$ cat config.mk
export PLATFORM = sky130hd
export DESIGN_NAME = execute_stage
export DESIGN_NICKNAME = d
export VERILOG_FILES = /design/src/rtl/execute_stage_pkg.sv /design/src/rtl/md_unit.sv /design/src/rtl/execute_stage.sv
export SDC_FILE = /design/constraint.sdc
export NUM_CORES = 2
export LEC_CHECK = 0
export CAP_MARGIN = 20
export CORE_ASPECT_RATIO = 1.2
export CORE_MARGIN = 10
export CORE_UTILIZATION = 30
export DETAILED_ROUTE_END_ITERATION = 6
export HOLD_SLACK_MARGIN = 0.15
export PLACE_DENSITY = 0.48
export RECOVER_POWER = 25
export SLEW_MARGIN = 10
export SYNTH_ARGS = -nofsm -noshare
export SYNTH_HDL_FRONTEND = slang
export SYNTH_HIERARCHICAL = 1
export SYNTH_SLANG_ARGS = --single-unit
$ cat constraint.sdc
create_clock -name clock -period 12.8 [get_ports clock]
set_clock_uncertainty 0.1 [all_clocks]
set_input_delay 1.28 -clock clock [delete_from_list [all_inputs] [get_ports clock]]
set_output_delay 1.28 -clock clock [all_outputs]
set_load 0.02 [all_outputs]
$ cat src/rtl/execute_stage_pkg.sv
// Shared constants for the execute stage: opcodes, R-type function codes,
// destination-select encodings and the multiply/divide FSM state type.
package execute_stage_pkg;

    localparam logic [5:0] OP_RTYPE = 6'h00;
    localparam logic [5:0] OP_JAL   = 6'h03;
    localparam logic [5:0] OP_ADDI  = 6'h08;
    localparam logic [5:0] OP_ADDIU = 6'h09;
    localparam logic [5:0] OP_SLTI  = 6'h0A;
    localparam logic [5:0] OP_SLTIU = 6'h0B;
    localparam logic [5:0] OP_ANDI  = 6'h0C;
    localparam logic [5:0] OP_ORI   = 6'h0D;
    localparam logic [5:0] OP_XORI  = 6'h0E;
    localparam logic [5:0] OP_LUI   = 6'h0F;
    localparam logic [5:0] OP_LB    = 6'h20;
    localparam logic [5:0] OP_LH    = 6'h21;
    localparam logic [5:0] OP_LW    = 6'h23;
    localparam logic [5:0] OP_LBU   = 6'h24;
    localparam logic [5:0] OP_LHU   = 6'h25;
    localparam logic [5:0] OP_LWU   = 6'h27;
    localparam logic [5:0] OP_SB    = 6'h28;
    localparam logic [5:0] OP_SH    = 6'h29;
    localparam logic [5:0] OP_SW    = 6'h2B;

    localparam logic [5:0] FN_SLL   = 6'h00;
    localparam logic [5:0] FN_SRL   = 6'h02;
    localparam logic [5:0] FN_SRA   = 6'h03;
    localparam logic [5:0] FN_SLLV  = 6'h04;
    localparam logic [5:0] FN_SRLV  = 6'h06;
    localparam logic [5:0] FN_SRAV  = 6'h07;
    localparam logic [5:0] FN_JALR  = 6'h09;
    localparam logic [5:0] FN_MFHI  = 6'h10;
    localparam logic [5:0] FN_MFLO  = 6'h12;
    localparam logic [5:0] FN_MULT  = 6'h18;
    localparam logic [5:0] FN_MULTU = 6'h19;
    localparam logic [5:0] FN_DIV   = 6'h1A;
    localparam logic [5:0] FN_DIVU  = 6'h1B;
    localparam logic [5:0] FN_ADD   = 6'h20;
    localparam logic [5:0] FN_ADDU  = 6'h21;
    localparam logic [5:0] FN_SUB   = 6'h22;
    localparam logic [5:0] FN_SUBU  = 6'h23;
    localparam logic [5:0] FN_AND   = 6'h24;
    localparam logic [5:0] FN_OR    = 6'h25;
    localparam logic [5:0] FN_XOR   = 6'h26;
    localparam logic [5:0] FN_NOR   = 6'h27;
    localparam logic [5:0] FN_SLT   = 6'h2A;
    localparam logic [5:0] FN_SLTU  = 6'h2B;

    localparam logic [1:0] RD_RT     = 2'b00;
    localparam logic [1:0] RD_RD     = 2'b01;
    localparam logic [1:0] RD_R31    = 2'b10;
    localparam logic [1:0] RD_RD_ALT = 2'b11;

    typedef enum logic [1:0] {
        MD_IDLE = 2'd0,
        MD_BUSY = 2'd1,
        MD_DONE = 2'd2
    } md_state_t;

    function automatic logic is_md_fn(input logic [5:0] fn);
        return (fn == FN_MULT) || (fn == FN_MULTU) || (fn == FN_DIV) || (fn == FN_DIVU);
    endfunction

endpackage

$ cat src/rtl/md_unit.sv
// Iterative multiply/divide unit: one shift-add or restoring-divide step per
// negedge, owning the architectural HI/LO registers.
module md_unit
    import execute_stage_pkg::*;
#(
    parameter int NB_DATA = 32
) (
    input  logic               clock,
    input  logic               reset,
    input  logic               start_i,
    input  logic               is_signed_i,
    input  logic               is_div_i,
    input  logic [NB_DATA-1:0] op_a_i,
    input  logic [NB_DATA-1:0] op_b_i,
    output logic               busy_o,
    output logic [NB_DATA-1:0] hi_o,
    output logic [NB_DATA-1:0] lo_o
);

    localparam int NB_CNT = $clog2(NB_DATA);
    localparam logic [NB_CNT-1:0] LAST_STEP = NB_CNT'(NB_DATA - 1);

    md_state_t          r_state;
    logic [NB_CNT-1:0]  r_count;
    logic               r_div;
    logic               r_div_zero;
    logic               r_neg_a;
    logic               r_neg_b;
    logic [NB_DATA-1:0] r_operand;
    logic [NB_DATA-1:0] r_work_hi;
    logic [NB_DATA-1:0] r_work_lo;
    logic [NB_DATA-1:0] r_hi;
    logic [NB_DATA-1:0] r_lo;

    logic               w_neg_a;
    logic               w_neg_b;
    logic [NB_DATA-1:0] w_abs_a;
    logic [NB_DATA-1:0] w_abs_b;
    logic [NB_DATA:0]   w_add;
    logic [NB_DATA:0]   w_rem_sh;
    logic [NB_DATA:0]   w_trial;
    logic [NB_DATA-1:0] w_next_hi;
    logic [NB_DATA-1:0] w_next_lo;
    logic [2*NB_DATA-1:0] w_prod;
    logic [2*NB_DATA-1:0] w_prod_fix;
    logic [NB_DATA-1:0] w_quot_fix;
    logic [NB_DATA-1:0] w_rem_fix;

    assign w_neg_a = is_signed_i & op_a_i[NB_DATA-1];
    assign w_neg_b = is_signed_i & op_b_i[NB_DATA-1];
    assign w_abs_a = w_neg_a ? -op_a_i : op_a_i;
    assign w_abs_b = w_neg_b ? -op_b_i : op_b_i;

    // NOTE: every signal written here gets a default first, so no path leaves it unassigned and no latch is inferred.
    always_comb begin
        w_add     = {1'b0, r_work_hi} + (r_work_lo[0] ? {1'b0, r_operand} : '0);
        w_rem_sh  = {r_work_hi, r_work_lo[NB_DATA-1]};
        w_trial   = w_rem_sh - {1'b0, r_operand};
        w_next_hi = w_add[NB_DATA:1];
        w_next_lo = {w_add[0], r_work_lo[NB_DATA-1:1]};
        if (r_div) begin
            // A clear borrow bit means the trial subtraction fits: keep it, quotient bit 1.
            w_next_hi = w_trial[NB_DATA] ? w_rem_sh[NB_DATA-1:0] : w_trial[NB_DATA-1:0];
            w_next_lo = {r_work_lo[NB_DATA-2:0], ~w_trial[NB_DATA]};
        end
    end

    assign w_prod     = {w_next_hi, w_next_lo};
    assign w_prod_fix = (r_neg_a ^ r_neg_b) ? -w_prod : w_prod;
    assign w_quot_fix = ((r_neg_a ^ r_neg_b) && !r_div_zero) ? -w_next_lo : w_next_lo;
    assign w_rem_fix  = r_neg_a ? -w_next_hi : w_next_hi;

    // Stall must vanish the moment reset is asserted, even with an MD op still presented.
    assign busy_o = reset && (((r_state == MD_IDLE) && start_i) || (r_state == MD_BUSY));
    assign hi_o   = r_hi;
    assign lo_o   = r_lo;

    // NOTE: non-blocking assignments keep every register updating from pre-edge values, as flip-flops do.
    always_ff @(negedge clock or negedge reset) begin
        if (!reset) begin
            r_state    <= MD_IDLE;
            r_count    <= '0;
            r_div      <= 1'b0;
            r_div_zero <= 1'b0;
            r_neg_a    <= 1'b0;
            r_neg_b    <= 1'b0;
            r_operand  <= '0;
            r_work_hi  <= '0;
            r_work_lo  <= '0;
            r_hi       <= '0;
            r_lo       <= '0;
        end else begin
            case (r_state)
                MD_IDLE: begin
                    if (start_i) begin
                        r_state    <= MD_BUSY;
                        r_count    <= '0;
                        r_div      <= is_div_i;
                        r_div_zero <= (op_b_i == '0);
                        r_neg_a    <= w_neg_a;
                        r_neg_b    <= w_neg_b;
                        r_operand  <= is_div_i ? w_abs_b : w_abs_a;
                        r_work_hi  <= '0;
                        r_work_lo  <= is_div_i ? w_abs_a : w_abs_b;
                    end
                end
                MD_BUSY: begin
                    r_work_hi <= w_next_hi;
                    r_work_lo <= w_next_lo;
                    r_count   <= r_count + 1'b1;
                    if (r_count == LAST_STEP) begin
                        r_state <= MD_DONE;
                        if (r_div) begin
                            r_hi <= w_rem_fix;
                            r_lo <= w_quot_fix;
                        end else begin
                            r_hi <= w_prod_fix[2*NB_DATA-1:NB_DATA];
                            r_lo <= w_prod_fix[NB_DATA-1:0];
                        end
                    end
                end
                MD_DONE: r_state <= MD_IDLE;
                default: r_state <= MD_IDLE;
            endcase
        end
    end

endmodule

$ cat src/rtl/execute_stage.sv
// Execute stage: combinational ALU, destination select and control pass-through,
// with an iterative MD unit that stalls the pipeline while it works.
module execute_stage
    import execute_stage_pkg::*;
#(
    parameter int NB_DATA     = 32,
    parameter int NB_REG      = 5,
    parameter int NB_FUNCTION = 6,
    parameter int NB_OP       = 6,
    parameter int N_REGDEST   = 2,
    parameter int NB_PC       = 7
) (
    input  logic                   clock,
    input  logic                   reset,
    input  logic [NB_PC-1:0]       pc_i,
    input  logic [NB_DATA-1:0]     data_ra_i,
    input  logic [NB_DATA-1:0]     data_rb_i,
    input  logic [NB_DATA-1:0]     inm_ext_i,
    input  logic                   tipeI_i,
    input  logic [NB_FUNCTION-1:0] function_i,
    input  logic [NB_OP-1:0]       opcode_i,
    input  logic [NB_REG-1:0]      register_b_i,
    input  logic [NB_REG-1:0]      register_rw_i,
    input  logic [N_REGDEST-1:0]   regDest_signal_i,
    input  logic [5:0]             mem_signals_i,
    input  logic [2:0]             wb_signals_i,
    input  logic                   halt_signal_i,
    output logic [NB_DATA-1:0]     alu_result_o,
    output logic [NB_DATA-1:0]     data_store_o,
    output logic [NB_REG-1:0]      register_dest_o,
    output logic [5:0]             mem_signals_o,
    output logic [2:0]             wb_signals_o,
    output logic                   halt_signal_o,
    output logic                   stall_o
);

    logic [NB_DATA-1:0] w_op_b;
    logic [NB_DATA-1:0] w_imm_zext;
    logic [NB_DATA-1:0] w_pc_zext;
    logic [4:0]         w_shamt;
    logic [4:0]         w_shamt_v;
    logic               w_is_rtype;
    logic               w_md_start;
    logic               w_md_busy;
    logic [NB_DATA-1:0] w_hi;
    logic [NB_DATA-1:0] w_lo;
    logic [NB_DATA-1:0] w_alu;

    assign w_op_b     = tipeI_i ? inm_ext_i : data_rb_i;
    assign w_imm_zext = {{(NB_DATA-16){1'b0}}, inm_ext_i[15:0]};
    assign w_pc_zext  = {{(NB_DATA-NB_PC){1'b0}}, pc_i};
    assign w_shamt    = inm_ext_i[10:6];
    assign w_shamt_v  = data_ra_i[4:0];
    assign w_is_rtype = (opcode_i == OP_RTYPE);

    // A halted instruction never starts the MD unit, so HI/LO keep their values.
    assign w_md_start = w_is_rtype && is_md_fn(function_i) && !halt_signal_i;

    md_unit #(.NB_DATA(NB_DATA)) u_md_unit (
        .clock       (clock),
        .reset       (reset),
        .start_i     (w_md_start),
        .is_signed_i ((function_i == FN_MULT) || (function_i == FN_DIV)),
        .is_div_i    ((function_i == FN_DIV) || (function_i == FN_DIVU)),
        .op_a_i      (data_ra_i),
        .op_b_i      (data_rb_i),
        .busy_o      (w_md_busy),
        .hi_o        (w_hi),
        .lo_o        (w_lo)
    );

    always_comb begin
        w_alu = '0;
        if (w_is_rtype) begin
            case (function_i)
                FN_SLL:           w_alu = w_op_b << w_shamt;
                FN_SRL:           w_alu = w_op_b >> w_shamt;
                FN_SRA:           w_alu = $signed(w_op_b) >>> w_shamt;
                FN_SLLV:          w_alu = w_op_b << w_shamt_v;
                FN_SRLV:          w_alu = w_op_b >> w_shamt_v;
                FN_SRAV:          w_alu = $signed(w_op_b) >>> w_shamt_v;
                FN_JALR:          w_alu = w_pc_zext;
                FN_MFHI:          w_alu = w_hi;
                FN_MFLO:          w_alu = w_lo;
                FN_ADD, FN_ADDU:  w_alu = data_ra_i + w_op_b;
                FN_SUB, FN_SUBU:  w_alu = data_ra_i - w_op_b;
                FN_AND:           w_alu = data_ra_i & w_op_b;
                FN_OR:            w_alu = data_ra_i | w_op_b;
                FN_XOR:           w_alu = data_ra_i ^ w_op_b;
                FN_NOR:           w_alu = ~(data_ra_i | w_op_b);
                FN_SLT:           w_alu = {{(NB_DATA-1){1'b0}}, $signed(data_ra_i) < $signed(w_op_b)};
                FN_SLTU:          w_alu = {{(NB_DATA-1){1'b0}}, data_ra_i < w_op_b};
                default:          w_alu = '0;
            endcase
        end else begin
            case (opcode_i)
                OP_ADDI, OP_ADDIU: w_alu = data_ra_i + w_op_b;
                OP_SLTI:           w_alu = {{(NB_DATA-1){1'b0}}, $signed(data_ra_i) < $signed(w_op_b)};
                OP_SLTIU:          w_alu = {{(NB_DATA-1){1'b0}}, data_ra_i < w_op_b};
                OP_ANDI:           w_alu = data_ra_i & w_imm_zext;
                OP_ORI:            w_alu = data_ra_i | w_imm_zext;
                OP_XORI:           w_alu = data_ra_i ^ w_imm_zext;
                OP_LUI:            w_alu = {inm_ext_i[15:0], {(NB_DATA-16){1'b0}}};
                OP_LB, OP_LH, OP_LW, OP_LBU, OP_LHU, OP_LWU,
                OP_SB, OP_SH, OP_SW: w_alu = data_ra_i + inm_ext_i;
                OP_JAL:            w_alu = w_pc_zext;
                default:           w_alu = '0;
            endcase
        end
    end

    always_comb begin
        register_dest_o = register_rw_i;
        case (regDest_signal_i)
            RD_RT:            register_dest_o = register_b_i;
            RD_R31:           register_dest_o = NB_REG'(31);
            RD_RD, RD_RD_ALT: register_dest_o = register_rw_i;
            default:          register_dest_o = register_rw_i;
        endcase
    end

    assign alu_result_o  = w_alu;
    assign data_store_o  = data_rb_i;
    assign stall_o       = w_md_busy;
    assign mem_signals_o = w_md_busy ? 6'b0 : mem_signals_i;
    assign wb_signals_o  = w_md_busy ? 3'b0 : wb_signals_i;
    assign halt_signal_o = halt_signal_i;

endmodule

Selected gate families:
Bar = 100 um.
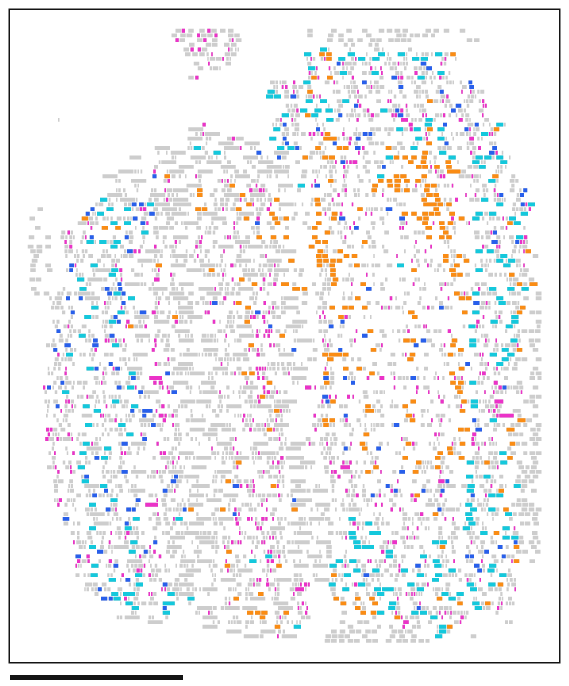
magenta -> nor cells  # cells 602, most used nor2_1, where spread over the die
blue -> non-inverting ao/oa cells  # cells 173, most used a21o_1, where spread over the die
orange -> mux cells  # cells 282, most used mux2i_1
cyan -> fa/ha/maj cells  # cells 246, most used ha_1, where spread over the die
non-filler instance count after layout: 6,025
Top cell excl fill/tap: nand2_1

Routing congestion:
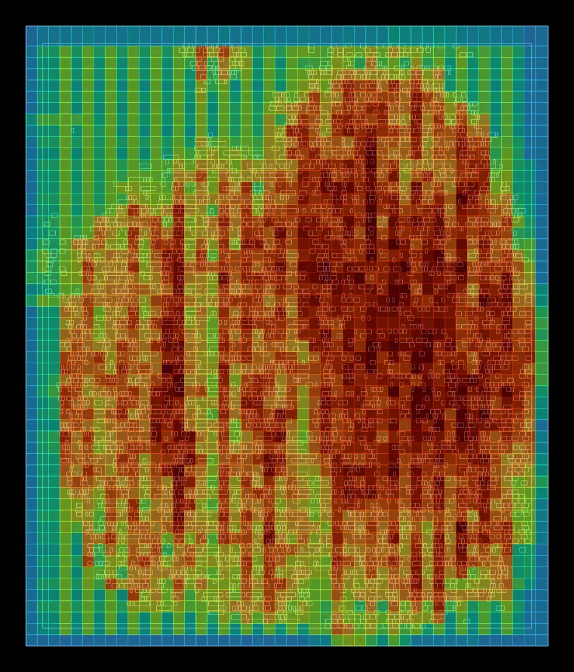
GRT Overall Usage: 31.11%
met1 global-route usage: 36.29%

Signal wires on met1:
Bar = 100 um. Supply wires on this layer in grey.
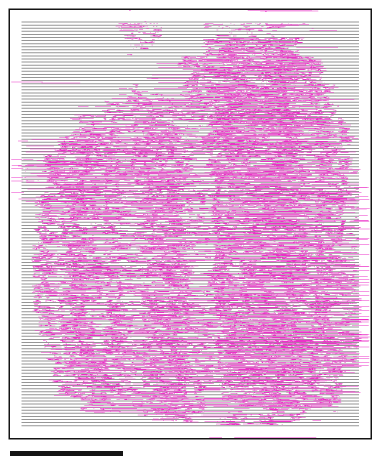
share of all routed wire = 38%
longest straight run = 122 um
via count: 38,310
routed wire length: 197,200 um

==> out/summary.log <==
INFO  synthesis      fp_nets=4,939
INFO  flow_run       drv.max_cap_violation_count=5
INFO  clock_tree     numCtsBuffers=17
INFO  run_status     run_status=finished with violations
INFO  timing         timing.final.setup_violations=0
INFO  pwr            clock_net_power=585uW
INFO  pwr            largestPowerGroup=combinational logic
INFO  synthesis      yosys-stat-area=32,010um^2
INFO  synthesis      synth.yosys.num_cells=4,553
INFO  timing         setup_tns=0ns
INFO  synthesis      yosys.area.top_type=dfrtn_1
INFO  run_status     violations=max-capacitance violations, max-slew violations
INFO  critical_path  cp_data_arrival_time=10.12ns
INFO  floorplan      die-width=318.2um
INFO  cells_and_area buffer_area_share=9.349%
INFO  floorplan      core=106,200um^2
INFO  floorplan      tap_cells=1,396
INFO  critical_path  kind_of_cell_adding_the_most_delay_to_the_critical_path=simple AND/OR/NAND/NOR gates
INFO  critical_path  worst-path-max-fanout=2
INFO  cells_and_area num-nonclk-inverters=181
INFO  synthesis      synth.cellmix.simpleShare=22.45%
INFO  critical_path  instance_count_on_the_critical_path=6
INFO  cells_and_area final_cell_mix=nand2_1 (512), o21ai_0 (429), a21oi_1 (366)
INFO  critical_path  worst_setup_path_endpoint=alu_result_o[6]
INFO  pwr            power.density_cell_area=130.3nW/um^2
INFO  global_route   grt_max_degree=150
INFO  timing         report.final.hold_viol_count=0
INFO  routing        post_drt_via_cell_ratio=6.358
INFO  clock_tree     count_of_instances_resized_after_the_clock_tree_is_built=0
INFO  critical_path  startpoint_type=register
INFO  timing         slew_violations=123
INFO  cells_and_area finalCoreUtilization=34.16%
INFO  cells_and_area layout_clock_buffers=18
INFO  timing         rsz_0062_raised_after_global_routing=no
INFO  critical_path  cp_num_buf_inv=1
INFO  place          place_area=35,760um^2
INFO  synthesis      ys_dominant_reg_cell=dfrtn_1
INFO  clock_tree     number_of_h_tree_levels=4
INFO  synthesis      post_synth_ao_oa_area_fraction=31.71%
INFO  clock_tree     cts.hold.buffers_added=0
INFO  global_route   grt_overflow_total=0
INFO  global_route   number_of_antenna_violations_at_the_first_check_in_global_routing=13
INFO  pwr            p_comb_share=70.3%
INFO  global_route   first_global_vias=36,440
INFO  pwr            p_sw_share=55.62%
INFO  pwr            power_combinational=3.33mW
INFO  routing        met3RoutedLength=14,930um
INFO  pwr            share_seq_of_total_power=17.3%
INFO  cells_and_area seq_area=4279um^2
INFO  clock_tree     number_of_sinks_driven_by_the_clock_tree=171
INFO  pwr            power.sequential.total=817uW
INFO  floorplan      fp_util=30.14%
INFO  worst_hold_path worst_hold_startpoint=u_md_unit/r_count[3]$_DFFE_NN0P_
INFO  cells_and_area seq_share=11.79%
INFO  place          quantity_of_i_o_buffers_inserted_on_ports=219
INFO  synthesis      synth-xor-area-share=6.648%
INFO  timing         final.setup.worst_slack=1.299ns
INFO  floorplan      design.die.area=120,200um^2
INFO  critical_path  critPathMaxStageDelay=0.65ns
INFO  critical_path  reg2reg_from=u_md_unit/r_work_lo[31]$_DFFE_NN0P_
INFO  routing        violation_tally_from_detailed_route_iteration_zero=4,781
INFO  cells_and_area non_clock_buffer_count=381
INFO  cells_and_area layout_overhead_on_the_synthesized_area=13.33%
INFO  clock_tree     cell_at_the_root_of_the_clock_tree=clkbuf_16
Layout detail:
Bar = 10 um. Window x 219 to 259, y 74 to 114 um. Cells in grey, sequential cells in the stronger grey; small squares are vias.
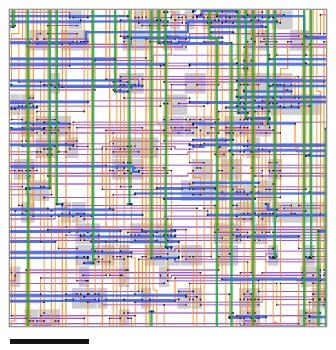
purple -> M1
blue -> M3
green -> M4
orange -> M2
sequential cells in the window = 0
cells with their middle in the window = 88
most frequent = buf_4 (12), nand2_1 (10), a21oi_1 (10)

Metal 3:
Bar = 100 um. Cells faint in the background.
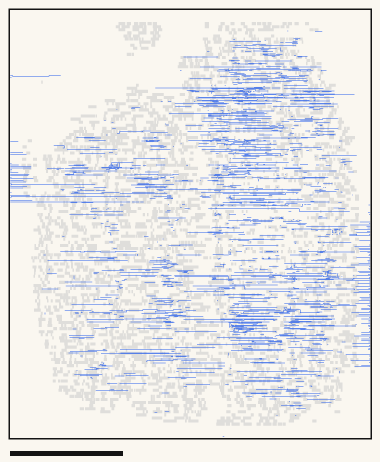
share of all routed wire = 7.6%
wire length on this layer = 14,900 um
longest straight run = 128 um
met3 layer usage reported by global route: 4.650%

Power is estimated from default activity; no workload was simulated.
